==> config.mk <==
export PLATFORM = sky130hd
export DESIGN_NAME = mag_peak_search_flat
export DESIGN_NICKNAME = d
export VERILOG_FILES = /design/src/rtl/mag_peak_search_pkg.sv /design/src/rtl/mag_peak_search_if.sv /design/src/rtl/mag_peak_search_max_track.sv /design/src/rtl/mag_peak_search.sv /design/src/flat_wrapper.sv
export SDC_FILE = /design/constraint.sdc
export NUM_CORES = 1
export LEC_CHECK = 0
export CAP_MARGIN = 20
export CORE_UTILIZATION = 35
export DETAILED_ROUTE_END_ITERATION = 16
export SLEW_MARGIN = 20
export SYNTH_ARGS = -nofsm -noshare
export SYNTH_HDL_FRONTEND = slang
export SYNTH_HIERARCHICAL = 1
export SYNTH_SLANG_ARGS = --single-unit
==> constraint.sdc <==
create_clock -name clk -period 3.95 [get_ports clk]
set_clock_uncertainty 0.2 [all_clocks]
set_input_delay 0.395 -clock clk [delete_from_list [all_inputs] [get_ports clk]]
set_output_delay 0.395 -clock clk [all_outputs]
set_load 0.05 [all_outputs]
**Run 1: M3 wires**

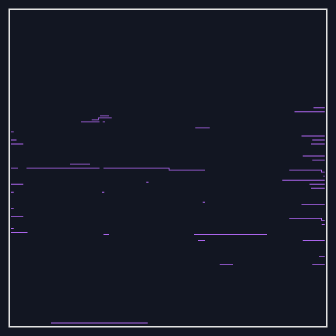
main direction: horizontal
wire length on this layer: 285 µm
nets with wire on the layer: 36
longest straight run: 32.4 µm
fraction of met3 tracks used by global routing: 2.07%
routed via count: 2730
wirelength, routed: 8.19 mm

**Run 1: wiring heat map**

21 x 21 tiles, from black (low) to pale yellow (high), scaled to the fullest tile. Values are wire area over tile area, all layers added.
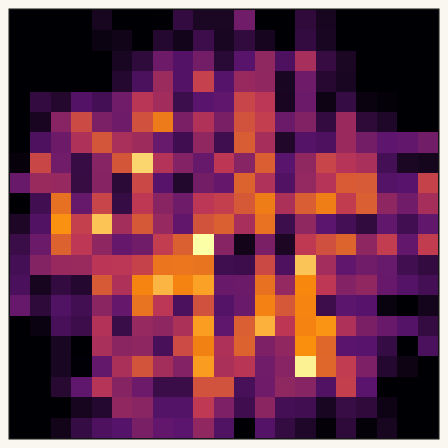
mean over tiles: 0.11
densest ninth of the die: middle
nearly empty tiles: 18%
Overall Global Routing Usage: 15.6%
routed wirelength normalized by instance count: 14.5 µm

**Run 1: wires at chosen ports, followed through buffers**

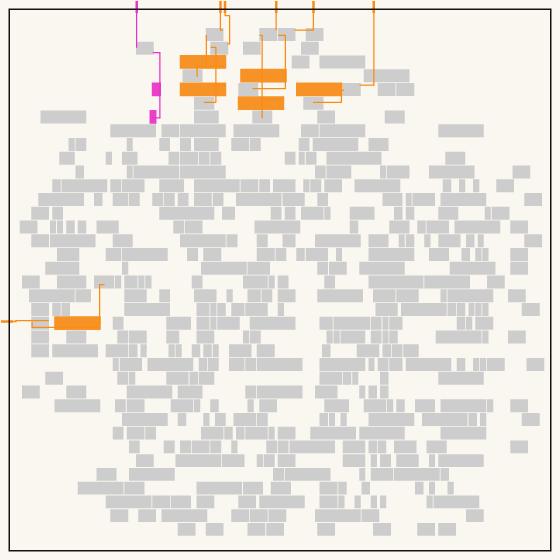
legend:
  bus_peak_idx:
    color: orange
    bits: 6
    direction: output
    end_cells: 6
    buffers: 6
    wire: 147 µm
  rst:
    color: magenta
    bits: 1
    direction: input
    end_cells: 2
    buffers: 1
    wire: 23.2 µm
boundary pin count: 61
count of port buffers added during placement: 60

==> run notes <==
- **final core occ** 45.9%
- **# hold bufs at CTS** 0
- **root buffer cell** clkbuf_8
- **crit path DAT** 2.71 ns
- **outcome** completed
- **HPWL Detailed** 5.95 mm
- **stages on the worst setup path** 8
- **class of the worst hold path** flop to flop
- **number of H-tree levels** 3
- **FF-to-FF path depth** 8
- **number of warnings in the stage logs** 27
- **library cell contributing the largest single delay on the critical path** clkdlybuf4s50_1
- **P&R area growth vs syn** 25.4%
- **clock buffer count from CTS** 9
- **fraction of met2 tracks used by global routing** 24.3%
- **maximum number of pins on one net before global-route repair** 50
- **met2 routed WL** 3.78 mm
- **Antenna Violating Nets Remaining** 0
- **transition time at the pin with the least slew margin** 0.908 ns
- **critical path buffer and inverter count** 2
- **combined area of all synthesized cells** 3850 µm²
- **family with the most delay on the worst path** buffers and inverters
- **FP Util** 36.6%
- **max-cap violations** 0
- **area share of and/or/nand/nor cells after synthesis** 16.1%
- **DRT iter0 DRCs** 74
- **Max-area cell share** 46.2%
- **number of stages on the worst hold path** 1
- **final worst path period need** 2.66 ns
- **global-route layer with the greatest usage** met2
- **data required time at the worst endpoint** 4.00 ns
- **peak supply drop** 177 µV
- **die height** 107 µm
- **Final Max Slew Viols** 0
- **number of flops mapped to enable cells by yosys** 0
- **leading cell types by total area after synthesis** dfrtp_1, ha_1, nand2b_1
- **FF/Latch Area** 1780 µm²
- **Met1 Wirelength** 4.01 mm
- **clock latency at the later pin of the worst-skew pair** 0.34 ns
- **Net Count, Synth** 432
- **total negative slack** 0 ns
- **number of sinks driven by the clock tree** 71
- **GP Congestion** 0.805
- **overflow left after global routing** 0
- **share of post-route cells with drive strength above 1** 12.6%
- **Slew Limit Headroom** 39.4%
- **CP Capture Type** flop
- **Placement Rows** 37
- **Floorplan Core Area** 10500 µm²
- **post-cts gate resize count** 0
- **fa+ha+maj area frac** 11.1%
- **DRT Pass-1 Iters** 4
- **clock transition at the register clock pins on the worst setup and hold paths after CTS** 0.07 ns
- **worst-case register-to-register setup slack** 1.33 ns
- **Startpoint Class** primary input
- **top cells by count, synth** dfrtp_1, nand2b_1, inv_1
- **CTS tree** done
- **Synth flops** 71
- **instance tally after logic synthesis** 362
- **leading register cell type out of synthesis** dfrtp_1
- **aoi/oai-family share of the synthesized area** 6.93%
- **summed standard-cell area reported by yosys** 3850 µm²
- **antenna violations before repair** 0
- **RSZ-0062 raised after global routing** false
- **power density over the cells** 352 nW/µm²
- **ys cells** 362
- **post-synthesis area per instance** 10.6 µm²
- **width of the die** 107 µm
- **dominant kind of combinational cell** simple AND/OR/NAND/NOR gates
- **leakage power total** 2.18 nW
- **buffers from clock root to sink, at most** 2
- **crit share post-route** 67.4%
- **global-route wire length before repair** 13.7 mm
- **Antenna Diode Count** 0
- **FILL cells** 1001
- **Die Area** 11400 µm²
- **Post-layout nets** 494
- **# Post-CTS Setup Buffers** 0
- **number of global-route vias before repair** 2710
- **library cell with the largest summed area after synthesis** dfrtp_1
- **Vias/cell** 4.83
- **largest stage delay on the critical path** 0.46 ns
- **number of failing hold endpoints at the final stage** 0
- **Peak Freq** 376 MHz
- **comb. cell area** 1840 µm²
- **CP Max Fanout** 13
- **mux contribution to synthesized area** 12.5%
- **final setup violating endpoints** 0
- **number of warnings issued by yosys** 6
- **met3 wire len** 284 µm
- **share of synthesized registers carrying an async set or reset** 100%
- **Remaining DRCs** 0
- **sequential cell area fraction in the yosys report** 46.2%
- **yosys xor share** 0.911%
- **critical path start-end classification** primary input to flop
- **met1 Resource Use GR** 22.0%
- **synth unique cells** 41
- **post-synthesis cell type with the largest instance count** dfrtp_1
- **critical-path cell list** clkdlybuf4s50_1 -> ha_1 -> nand4_2 -> nor4_1 -> a21boi_1 -> o311a_1 -> buf_4 -> mux2i_1
- **uppermost layer routed** met4
-- run 1: through the flow --
step	hold slack (ns)	total power, W	std cells	setup WS, ns	cell area [µm²]
floorplan	0.184	0.000922	362	1.74	3850
global placement	0.293	0.000995	549	1.17	4580
detailed placement	0.296	0.00100	549	0.981	4580
CTS	0.313	0.00172	565	1.31	4820
global route	0.330	0.00179	565	1.19	4820
finish	0.312	0.00170	565	1.29	4820
-- run 1: final cells by class --
type	instances	area share (%)
Clock buffer	10	2.85
Clock inverter	6	2.23
Inverter	38	2.98
Multi-Input combinational cell	239	38.1
Sequential cell	71	36.8
Tap cell	136	3.53
Timing Repair Buffer	65	13.5
-- run 1: placed cells by master, fill, tap and decap left out, types with 3 or more instances in the layout --
cell type / instances
mux2i_1: 22
nor4_1: 4
bufinv_16: 3
clkbuf_8: 10
a21oi_1: 15
nor3_1: 4
dfrtp_1: 71
clkdlybuf4s50_1: 60
o21ai_0: 19
inv_1: 37
clkinv_2: 3
mux2_2: 23
nand3_1: 4
buf_4: 4
ha_1: 34
nor2_1: 8
nand4_1: 5
nand2b_1: 45
nand2_1: 28
xor2_1: 3
-- run 1: report_power, final --
group          leakage [nW]  switching (W)  internal (W)  total (W)
combinational          1.11       0.000110      0.000102   0.000213
clock                 0.122       0.000276      0.000435   0.000711
sequential            0.945      0.0000204      0.000752   0.000773
-- run 1: kinds of logic (layout without fill, tap and decap cells) --
kind of cell | count (synthesis) | count (layout)
AND/OR/NAND/NOR | 109 | 109
buffers and inverters | 52 | 119
adder cells (fa/ha/maj) | 34 | 34
multiplexers | 45 | 45
XOR/XNOR | 4 | 4
AND-OR/OR-AND | 47 | 47
flip-flops | 71 | 71
Power and IR drop assume default switching activity.
